[src/rtl/uart_rx_ctrl_pkg.sv]
`default_nettype none
// ============================================================================
// Module  : uart_pkg
// Brief   : Shared receive-control state encodings and status bit indices.
// Revision: 1.0
// ============================================================================
package uart_pkg;

   localparam logic [1:0] CTRL_OFF      = 2'd0;
   localparam logic [1:0] CTRL_FLUSH    = 2'd1;
   localparam logic [1:0] CTRL_ACTIVE   = 2'd2;
   localparam logic [1:0] CTRL_STOPPING = 2'd3;

   typedef enum logic [1:0] {
      ST_OFF      = CTRL_OFF,
      ST_FLUSH    = CTRL_FLUSH,
      ST_ACTIVE   = CTRL_ACTIVE,
      ST_STOPPING = CTRL_STOPPING
   } ctrl_state_e;

   // Bit positions of the sticky flags in the APB status register
   localparam int STS_OVERRUN_BIT   = 0;
   localparam int STS_FRAME_ERR_BIT = 1;

   function automatic logic capture_allowed(input ctrl_state_e s);
      return (s == ST_ACTIVE) || (s == ST_STOPPING);
   endfunction

endpackage
`default_nettype wire

[src/rtl/uart_rx_ctrl_if.sv]
`default_nettype none
// ============================================================================
// Module  : uart_rx_ctrl_if
// Brief   : Config, receiver-strobe, FIFO-read and status bundle of the RX path.
// Revision: 1.0
// ============================================================================
interface uart_rx_ctrl_if #(
   parameter int DATA_BITS = 8,
   parameter int AW        = 4
);
   logic                 cfg_en;
   logic                 cfg_flush;
   logic [AW:0]          cfg_thresh;
   logic                 clr_err;
   logic                 rx_done;
   logic                 rx_busy;
   logic                 rx_error;
   logic [DATA_BITS-1:0] rx_data;
   logic                 rx_en;
   logic                 rx_rst;
   logic                 rd_req;
   logic [DATA_BITS-1:0] rd_data;
   logic [AW:0]          fifo_level;
   logic                 fifo_empty;
   logic                 fifo_full;
   logic                 sts_overrun;
   logic                 sts_frame_err;
   logic                 irq;
   logic [1:0]           ctrl_state;

   modport slave (
      input  cfg_en, cfg_flush, cfg_thresh, clr_err,
      input  rx_done, rx_busy, rx_error, rx_data, rd_req,
      output rx_en, rx_rst, rd_data, fifo_level, fifo_empty, fifo_full,
      output sts_overrun, sts_frame_err, irq, ctrl_state
   );

   modport master (
      output cfg_en, cfg_flush, cfg_thresh, clr_err,
      output rx_done, rx_busy, rx_error, rx_data, rd_req,
      input  rx_en, rx_rst, rd_data, fifo_level, fifo_empty, fifo_full,
      input  sts_overrun, sts_frame_err, irq, ctrl_state
   );
endinterface
`default_nettype wire

[src/rtl/uart_rx_ctrl_fifo.sv]
`default_nettype none
// ============================================================================
// Module  : uart_rx_fifo
// Brief   : Synchronous first-word-fall-through FIFO with flush.
// Revision: 1.0
// ============================================================================
module uart_rx_fifo
   import uart_pkg::*;
#(
   parameter int DATA_BITS = 8,
   parameter int DEPTH     = 16
) (
   input  wire logic                        PCLK,
   input  wire logic                        PRESETn,
   input  wire logic                        i_push,
   input  wire logic                        i_pop,
   input  wire logic                        i_flush,
   input  wire logic [DATA_BITS-1:0]        i_wdata,
   output logic      [DATA_BITS-1:0]        o_rd_data,
   output logic      [$clog2(DEPTH):0]      o_level,
   output logic                             o_empty,
   output logic                             o_full
);
   localparam int AW = $clog2(DEPTH);
   localparam logic [AW:0] c_full_lvl = DEPTH[AW:0];

   logic [DATA_BITS-1:0] r_mem [DEPTH];
   logic [AW-1:0]        r_wr_ptr;
   logic [AW-1:0]        r_rd_ptr;
   logic [AW:0]          r_level;
   logic [DATA_BITS-1:0] r_rd_data;

   logic                 w_pop;
   logic                 w_push;
   logic [AW-1:0]        w_rd_ptr_nxt;
   logic [AW:0]          w_level_nxt;

   // A full FIFO still accepts a push when the head leaves in the same cycle
   assign w_pop        = i_pop && (r_level != '0);
   assign w_push       = i_push && ((r_level != c_full_lvl) || w_pop);
   assign w_rd_ptr_nxt = w_pop ? (r_rd_ptr + 1'b1) : r_rd_ptr;

   always_comb begin
      w_level_nxt = r_level;
      if (w_push && !w_pop) begin
         w_level_nxt = r_level + 1'b1;
      end else if (!w_push && w_pop) begin
         w_level_nxt = r_level - 1'b1;
      end
   end

   always_ff @(posedge PCLK) begin
      if (PRESETn && !i_flush && w_push) begin
         r_mem[r_wr_ptr] <= i_wdata;
      end
   end

   // Head is registered so an empty FIFO holds its last head instead of stale memory
   always_ff @(posedge PCLK) begin
      if (!PRESETn) begin
         r_wr_ptr  <= '0;
         r_rd_ptr  <= '0;
         r_level   <= '0;
         r_rd_data <= '0;
      end else if (i_flush) begin
         r_wr_ptr  <= '0;
         r_rd_ptr  <= '0;
         r_level   <= '0;
      end else begin
         if (w_push) begin
            r_wr_ptr <= r_wr_ptr + 1'b1;
         end
         r_rd_ptr <= w_rd_ptr_nxt;
         r_level  <= w_level_nxt;
         if (w_level_nxt != '0) begin
            r_rd_data <= (w_push && (r_wr_ptr == w_rd_ptr_nxt)) ? i_wdata
                                                                : r_mem[w_rd_ptr_nxt];
         end
      end
   end

   assign o_rd_data = r_rd_data;
   assign o_level   = r_level;
   assign o_empty   = (r_level == '0);
   assign o_full    = (r_level == c_full_lvl);

endmodule
`default_nettype wire

[src/rtl/uart_rx_ctrl.sv]
`default_nettype none
// ============================================================================
// Module  : uart_rx_ctrl
// Brief   : UART receive sequencer, frame capture FIFO, sticky status and irq.
// Revision: 1.0
// ============================================================================
module uart_rx_ctrl
   import uart_pkg::*;
#(
   parameter int DATA_BITS    = 8,
   parameter int FIFO_DEPTH   = 16,
   parameter int FLUSH_CYCLES = 4
) (
   input  wire logic       PCLK,
   input  wire logic       PRESETn,
   uart_rx_ctrl_if.slave   bus
);
   localparam int AW = $clog2(FIFO_DEPTH);
   localparam int CW = (FLUSH_CYCLES > 1) ? $clog2(FLUSH_CYCLES) : 1;
   localparam logic [CW-1:0] c_flush_last = CW'(FLUSH_CYCLES - 1);

   ctrl_state_e          r_state;
   logic                 r_rx_en;
   logic                 r_rx_rst;
   logic [CW-1:0]        r_flush_cnt;
   logic                 r_overrun;
   logic                 r_frame_err;
   logic                 r_irq;

   logic                 w_capture;
   logic                 w_push;
   logic                 w_frame_err_set;
   logic                 w_overrun_set;
   logic                 w_level_hit;
   logic [AW:0]          w_level;
   logic                 w_empty;
   logic                 w_full;
   logic [DATA_BITS-1:0] w_rd_data;

   always_ff @(posedge PCLK) begin
      if (!PRESETn) begin
         r_state     <= ST_OFF;
         r_rx_en     <= 1'b0;
         r_rx_rst    <= 1'b0;
         r_flush_cnt <= '0;
      end else begin
         case (r_state)
            ST_OFF: begin
               if (bus.cfg_en) begin
                  r_state     <= ST_FLUSH;
                  r_rx_rst    <= 1'b1;
                  r_flush_cnt <= '0;
               end
            end
            ST_FLUSH: begin
               if (!bus.cfg_en) begin
                  r_state  <= ST_OFF;
                  r_rx_rst <= 1'b0;
               end else if (r_flush_cnt == c_flush_last) begin
                  r_state  <= ST_ACTIVE;
                  r_rx_rst <= 1'b0;
                  r_rx_en  <= 1'b1;
               end else begin
                  r_flush_cnt <= r_flush_cnt + 1'b1;
               end
            end
            ST_ACTIVE: begin
               if (!bus.cfg_en) begin
                  r_rx_en <= 1'b0;
                  r_state <= bus.rx_busy ? ST_STOPPING : ST_OFF;
               end
            end
            ST_STOPPING: begin
               // Receiver is left to finish its frame with rx_en low
               if (!bus.rx_busy) begin
                  r_state <= ST_OFF;
               end else if (bus.cfg_en) begin
                  r_state <= ST_ACTIVE;
                  r_rx_en <= 1'b1;
               end
            end
            default: begin
               r_state  <= ST_OFF;
               r_rx_en  <= 1'b0;
               r_rx_rst <= 1'b0;
            end
         endcase
      end
   end

   assign w_capture       = capture_allowed(r_state) && bus.rx_done;
   assign w_frame_err_set = w_capture && bus.rx_error;
   assign w_push          = w_capture && !bus.rx_error;
   assign w_overrun_set   = w_push && w_full && !bus.rd_req;

   uart_rx_fifo #(
      .DATA_BITS (DATA_BITS),
      .DEPTH     (FIFO_DEPTH)
   ) u_fifo (
      .PCLK      (PCLK),
      .PRESETn   (PRESETn),
      .i_push    (w_push),
      .i_pop     (bus.rd_req),
      .i_flush   (bus.cfg_flush),
      .i_wdata   (bus.rx_data),
      .o_rd_data (w_rd_data),
      .o_level   (w_level),
      .o_empty   (w_empty),
      .o_full    (w_full)
   );

   // Flush beats everything; a set event beats a same-cycle clear
   always_ff @(posedge PCLK) begin
      if (!PRESETn || bus.cfg_flush) begin
         r_overrun   <= 1'b0;
         r_frame_err <= 1'b0;
      end else begin
         if (w_overrun_set) begin
            r_overrun <= 1'b1;
         end else if (bus.clr_err) begin
            r_overrun <= 1'b0;
         end
         if (w_frame_err_set) begin
            r_frame_err <= 1'b1;
         end else if (bus.clr_err) begin
            r_frame_err <= 1'b0;
         end
      end
   end

   assign w_level_hit = (bus.cfg_thresh != '0) && (w_level >= bus.cfg_thresh);

   always_ff @(posedge PCLK) begin
      if (!PRESETn) begin
         r_irq <= 1'b0;
      end else begin
         r_irq <= w_level_hit || r_overrun || r_frame_err;
      end
   end

   assign bus.rx_en         = r_rx_en;
   assign bus.rx_rst        = r_rx_rst;
   assign bus.rd_data       = w_rd_data;
   assign bus.fifo_level    = w_level;
   assign bus.fifo_empty    = w_empty;
   assign bus.fifo_full     = w_full;
   assign bus.sts_overrun   = r_overrun;
   assign bus.sts_frame_err = r_frame_err;
   assign bus.irq           = r_irq;
   assign bus.ctrl_state    = r_state;

endmodule
`default_nettype wire

[src/flat_wrapper.sv]
// flat-port wrapper written by rule: the top's interface ports become plain ports
module uart_rx_ctrl_flat import uart_pkg::*;
#(
   parameter int DATA_BITS    = 8,
   parameter int FIFO_DEPTH   = 16,
   parameter int FLUSH_CYCLES = 4
)
  (PCLK, PRESETn, bus_cfg_en, bus_cfg_flush, bus_cfg_thresh, bus_clr_err, bus_rx_done, bus_rx_busy, bus_rx_error, bus_rx_data, bus_rd_req, bus_rx_en, bus_rx_rst, bus_rd_data, bus_fifo_level, bus_fifo_empty, bus_fifo_full, bus_sts_overrun, bus_sts_frame_err, bus_irq, bus_ctrl_state);
  uart_rx_ctrl_if #(.DATA_BITS(DATA_BITS), .AW((4))) bus_i ();
  input  wire logic PCLK;
  input  wire logic PRESETn;
  input wire logic [$bits(bus_i.cfg_en)-1:0] bus_cfg_en;
  input wire logic [$bits(bus_i.cfg_flush)-1:0] bus_cfg_flush;
  input wire logic [$bits(bus_i.cfg_thresh)-1:0] bus_cfg_thresh;
  input wire logic [$bits(bus_i.clr_err)-1:0] bus_clr_err;
  input wire logic [$bits(bus_i.rx_done)-1:0] bus_rx_done;
  input wire logic [$bits(bus_i.rx_busy)-1:0] bus_rx_busy;
  input wire logic [$bits(bus_i.rx_error)-1:0] bus_rx_error;
  input wire logic [$bits(bus_i.rx_data)-1:0] bus_rx_data;
  input wire logic [$bits(bus_i.rd_req)-1:0] bus_rd_req;
  output wire logic [$bits(bus_i.rx_en)-1:0] bus_rx_en;
  output wire logic [$bits(bus_i.rx_rst)-1:0] bus_rx_rst;
  output wire logic [$bits(bus_i.rd_data)-1:0] bus_rd_data;
  output wire logic [$bits(bus_i.fifo_level)-1:0] bus_fifo_level;
  output wire logic [$bits(bus_i.fifo_empty)-1:0] bus_fifo_empty;
  output wire logic [$bits(bus_i.fifo_full)-1:0] bus_fifo_full;
  output wire logic [$bits(bus_i.sts_overrun)-1:0] bus_sts_overrun;
  output wire logic [$bits(bus_i.sts_frame_err)-1:0] bus_sts_frame_err;
  output wire logic [$bits(bus_i.irq)-1:0] bus_irq;
  output wire logic [$bits(bus_i.ctrl_state)-1:0] bus_ctrl_state;
  assign bus_i.cfg_en = bus_cfg_en;
  assign bus_i.cfg_flush = bus_cfg_flush;
  assign bus_i.cfg_thresh = bus_cfg_thresh;
  assign bus_i.clr_err = bus_clr_err;
  assign bus_i.rx_done = bus_rx_done;
  assign bus_i.rx_busy = bus_rx_busy;
  assign bus_i.rx_error = bus_rx_error;
  assign bus_i.rx_data = bus_rx_data;
  assign bus_i.rd_req = bus_rd_req;
  assign bus_rx_en = bus_i.rx_en;
  assign bus_rx_rst = bus_i.rx_rst;
  assign bus_rd_data = bus_i.rd_data;
  assign bus_fifo_level = bus_i.fifo_level;
  assign bus_fifo_empty = bus_i.fifo_empty;
  assign bus_fifo_full = bus_i.fifo_full;
  assign bus_sts_overrun = bus_i.sts_overrun;
  assign bus_sts_frame_err = bus_i.sts_frame_err;
  assign bus_irq = bus_i.irq;
  assign bus_ctrl_state = bus_i.ctrl_state;
  uart_rx_ctrl #(.DATA_BITS(DATA_BITS), .FIFO_DEPTH(FIFO_DEPTH), .FLUSH_CYCLES(FLUSH_CYCLES)) u_core (.PCLK(PCLK), .PRESETn(PRESETn), .bus(bus_i));
endmodule
[config.mk]
export PLATFORM = sky130hd
export DESIGN_NAME = uart_rx_ctrl_flat
export DESIGN_NICKNAME = d
export VERILOG_FILES = /design/src/rtl/uart_rx_ctrl_pkg.sv /design/src/rtl/uart_rx_ctrl_if.sv /design/src/rtl/uart_rx_ctrl_fifo.sv /design/src/rtl/uart_rx_ctrl.sv /design/src/flat_wrapper.sv
export SDC_FILE = /design/constraint.sdc
export NUM_CORES = 1
export LEC_CHECK = 0
export CORE_UTILIZATION = 35
export CTS_CLUSTER_DIAMETER = 200
export DETAILED_ROUTE_END_ITERATION = 16
export SKIP_LAST_GASP = 1
export SLEW_MARGIN = 30
export SYNTH_ARGS = -nofsm -noshare
export SYNTH_HDL_FRONTEND = slang
export SYNTH_SLANG_ARGS = --single-unit
[constraint.sdc]
create_clock -name PCLK -period 5.8 [get_ports PCLK]
set_clock_uncertainty 0.1 [all_clocks]
set_input_delay 1.16 -clock PCLK [delete_from_list [all_inputs] [get_ports PCLK]]
set_output_delay 1.16 -clock PCLK [all_outputs]
set_load 0.02 [all_outputs]
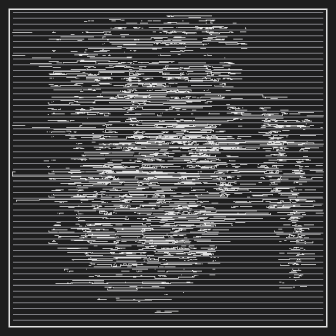
run_1/layer_met1.png
Supply wires on this layer in gray.
main direction: horizontal
share of all routed wire: 44%
wire length on this layer: 8350 um
longest straight run: 50.6 um
routed wire length: 18800 um
GR Util met1: 24.2%
DR vias: 5071

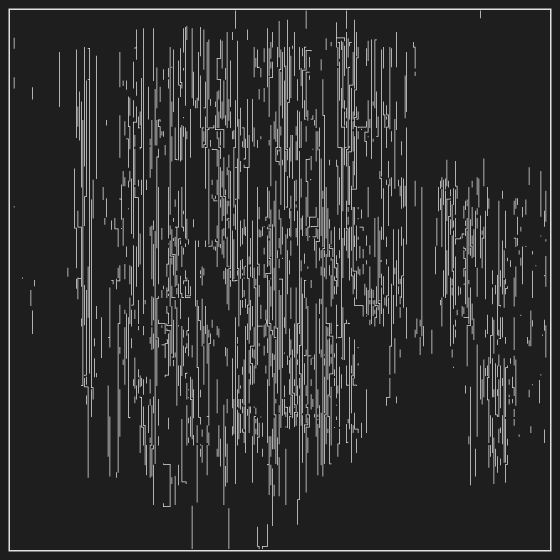
run_1/layer_met2.png
share of all routed wire: 47%
nets with wire on the layer: 555
main direction: vertical
wire length on this layer: 8890 um

==> impl_metrics.json, run 1 <==
{
  "syn_inst": 583,
  "maxCapViolCount": 0,
  "portBuffers": 43,
  "avgRoutedWirePerCell_um": 20.7,
  "postSynthAreaPerCell_um2": 12.8,
  "cp_max_fo": 23,
  "status": "finished, final reports clean",
  "die_w_um": 148,
  "cp.arrival_ns": 4.58,
  "comb_area_um2": 2810,
  "coreArea_um2": 21000,
  "finish.instance_area_um2": 8780,
  "edf_count": 128,
  "grt_max_degree": 43,
  "stdcell_count": 906,
  "timing.fmax_mhz": 229,
  "ff2ff_setup_slack_ns": 1.79,
  "pre_cts_ws_ns": 1.14,
  "ys_cells": 583,
  "synth-async-reset-ratio_pct": 0,
  "powerClk_mw": 1.15,
  "pg_comb_uw": 58.3,
  "clk_latency_ns": 0.43,
  "num_rows": 53,
  "nets": 656,
  "fin_tns_setup_ns": 0,
  "top_area_cell": "edfxtp_1",
  "maxPowerGroup": "registers",
  "synth_top_area_share_pct": 51.5,
  "worstReg2RegStart": "u_core.u_fifo.r_rd_ptr[0]",
  "top_cell": "edfxtp_1",
  "wl_met1_um": 8350,
  "ctsResizeCount": 0,
  "clock_area_share_pct": 6.81,
  "p_sw_uw": 477,
  "met3_length_um": 1090,
  "drive_above_1_share_pct": 12.5,
  "critPathBufInv": 1,
  "crit_top_cell": "nand2_1",
  "diodes": 0,
  "buffer_area_share_pct": 5.67,
  "clock-root-buffer": "clkbuf_16",
  "grt_overflow": 0,
  "sequentialPower_mw": 1.23,
  "cp-start-kind": "input port",
  "clockBufferDepth": 2,
  "wl_met2_um": 8890,
  "finalCritPeriodShare_pct": 75.1,
  "largest_class": "flip-flops and latches",
  "warning_count": 30,
  "grtUsageMet3_pct": 3.71,
  "top_cells_by_area": "edfxtp_1 (51%), mux4_2 (8.7%), dfxtp_1 (8.0%)",
  "antenna_found_initial": 0,
  "inv_count": 22,
  "seq_area_share_pct": 50.6,
  "n_clock_buffer": 18,
  "hold_buffers": 0,
  "vdd_drop_max_v": 0.000145,
  "h-tree-depth": 4,
  "dr.first_iter.drc_count": 486,
  "end_kind": "flop",
  "die-area_um2": 21900,
  "min_to": "u_core.u_fifo.o_rd_data[2]",
  "sh_comb_area_pct": 32.0,
  "power.total_mw": 2.44,
  "min-delay-path-class": "reg -> reg",
  "pwr-share-clk_pct": 47.2,
  "tap-cell-count": 275,
  "finalSetupViolCount": 0,
  "min-delay-start": "u_core.u_fifo.o_rd_data[2]",
  "dp.cells": 877,
  "ys.flops": 158,
  "fp_util_pct": 35.6,
  "power.density_nw_per_um2": 277,
  "rsz0062_at_grt": "no",
  "mostFrequentLayoutCell": "edfxtp_1",
  "ys_top_cells_by_count": "edfxtp_1 (128), nand2_1 (71), nor2_1 (41)",
  "cp_slowest_stage_delay_ns": 0.75,
  "signal_buffers": 52,
  "clk_pin_slew_ns": 0.06,
  "syn-num-nets": 618,
  "seq_cell_count": 158,
  "cts_tree": "done",
  "numCtsBuffers": 17
}
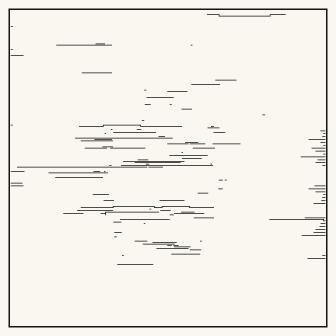
run_1/layer_met3.png
wire length on this layer: 1090 um
nets with wire on the layer: 89
share of all routed wire: 5.8%

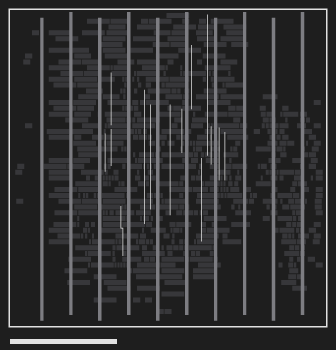
run_1/layer_met4.png
Bar = 50 um. Supply wires on this layer in gray. Cells faint in the background.
longest straight run: 66.0 um
share of all routed wire: 2.5%
wire length on this layer: 466 um
nets with wire on the layer: 8
main direction: vertical

==> run 1: logic make-up after synthesis <==
logic type | synth area share [%]
adder cells (fa/ha/maj) | 2.18
buffers and inverters | 2.98
AND/OR/NAND/NOR | 12.1
multiplexers | 10.7
AND-OR/OR-AND | 10.8
XOR/XNOR | 1.78
flip-flops | 59.5
==> run 1: sequential cells by signal (all words and copies together) (netlist names) <==
name	cells
u_core.u_fifo.o_rd_data	8
u_core.bus.irq	1
u_core.bus.sts_overrun	1
u_core.u_fifo.r_wr_ptr	4
u_core.u_fifo.r_rd_ptr	4
u_core.bus.rx_rst	1
u_core.bus.rx_en	1
u_core.u_fifo.r_mem	128
u_core.r_flush_cnt	2
u_core.bus.sts_frame_err	1
u_core.u_fifo.o_level	5
u_core.bus.ctrl_state	2
run_1/clocks.png
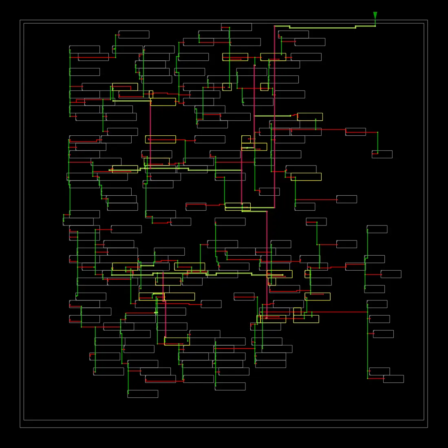

==> run 1 -> run 2 <==
Clock period 5.8 ns to 3.77 ns, I/O delays scaled along.
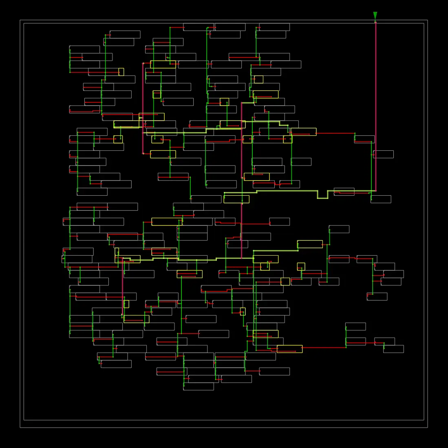
run_2/clocks.png
CTS buffer count: 17
CTS sink count: 158

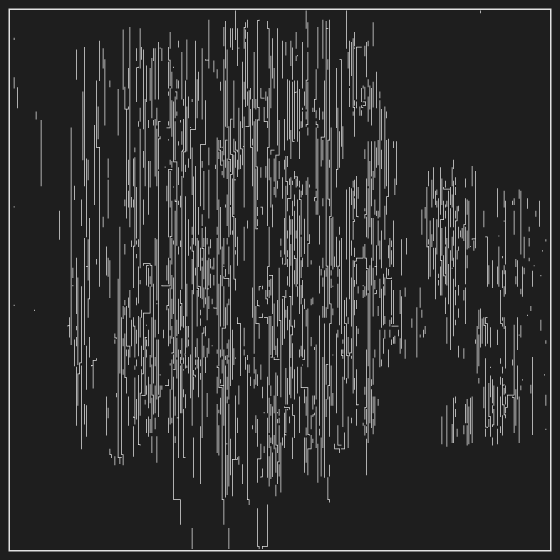
run_2/layer_met2.png
nets with wire on the layer: 573
wire length on this layer: 8760 um
longest straight run: 67.1 um
routed wire length: 18300 um
met2 GRT Util: 28.5%

==> impl_metrics.json, run 2 <==
{
  "finalCritPeriodShare_pct": 90.5,
  "dp.cells": 907,
  "grtUsageMet3_pct": 3.62,
  "min-delay-path-class": "reg -> reg",
  "clockBufferDepth": 2,
  "coreArea_um2": 21000,
  "clk_pin_slew_ns": 0.07,
  "syn-num-nets": 618,
  "top_area_cell": "edfxtp_1",
  "synth-async-reset-ratio_pct": 0,
  "die-area_um2": 21900,
  "nets": 686,
  "die_w_um": 148,
  "clk_latency_ns": 0.42,
  "muxShareOfSynthArea_pct": 10.7,
  "cts_tree": "done",
  "pwr-share-clk_pct": 45.3,
  "num_rows": 53,
  "power.density_nw_per_um2": 403,
  "stdcell_count": 939,
  "fin_tns_setup_ns": 0,
  "use_met1_pct": 23.3,
  "dr.first_iter.drc_count": 397,
  "p_sw_uw": 776,
  "hold_buffers": 0,
  "cp_max_fo": 13,
  "rsz0062_at_grt": "no",
  "pre_cts_ws_ns": 0.151,
  "logic_family": "simple AND/OR/NAND/NOR gates",
  "finish.instance_area_um2": 8980,
  "diodes": 0,
  "sequentialPower_mw": 1.89,
  "largest_register_ffs": 128,
  "maxPowerGroup": "registers",
  "aoi_share_pct": 10.8,
  "critPathBufInv": 4,
  "timing.fmax_mhz": 293,
  "avgRoutedWirePerCell_um": 19.5,
  "pg_comb_uw": 92.2,
  "status": "finished, final reports clean",
  "vias": 5085,
  "grt_overflow": 0,
  "end_kind": "flop",
  "warning_count": 30,
  "mostFrequentLayoutCell": "edfxtp_1",
  "cp-start-kind": "flop",
  "top_cells_by_area": "edfxtp_1 (51%), mux4_2 (8.7%), dfxtp_1 (8.0%)"
}
run 2: cell counts after synthesis:
Identical to the previous run, type by type.
run 2: final cells by class:
cell class,count,area (um^2),share of cell area (%)
sequential,158,4450,49.5
clock buffer,18,429,4.78
clock inverter,14,133,1.48
inverter,22,87.6,0.976
timing repair buffer,82,736,8.20
multi-input combinational,370,2800,31.2
tap,275,344,3.83
run 2: path summary, 6_finish.rpt:
check | from | end | slack (ns)
hold / removal | u_core.u_fifo.o_rd_data[0] | u_core.u_fifo.o_rd_data[0] | 0.40
hold reg to reg | u_core.u_fifo.o_rd_data[0] | u_core.u_fifo.o_rd_data[0] | 0.40
setup / recovery | u_core.u_fifo.o_level[0] | u_core.u_fifo.o_rd_data[6] | 0.36
setup reg to reg | u_core.u_fifo.o_level[0] | u_core.u_fifo.o_rd_data[6] | 0.36
Power figures rest on the tool's default switching activity, not on a simulated workload.
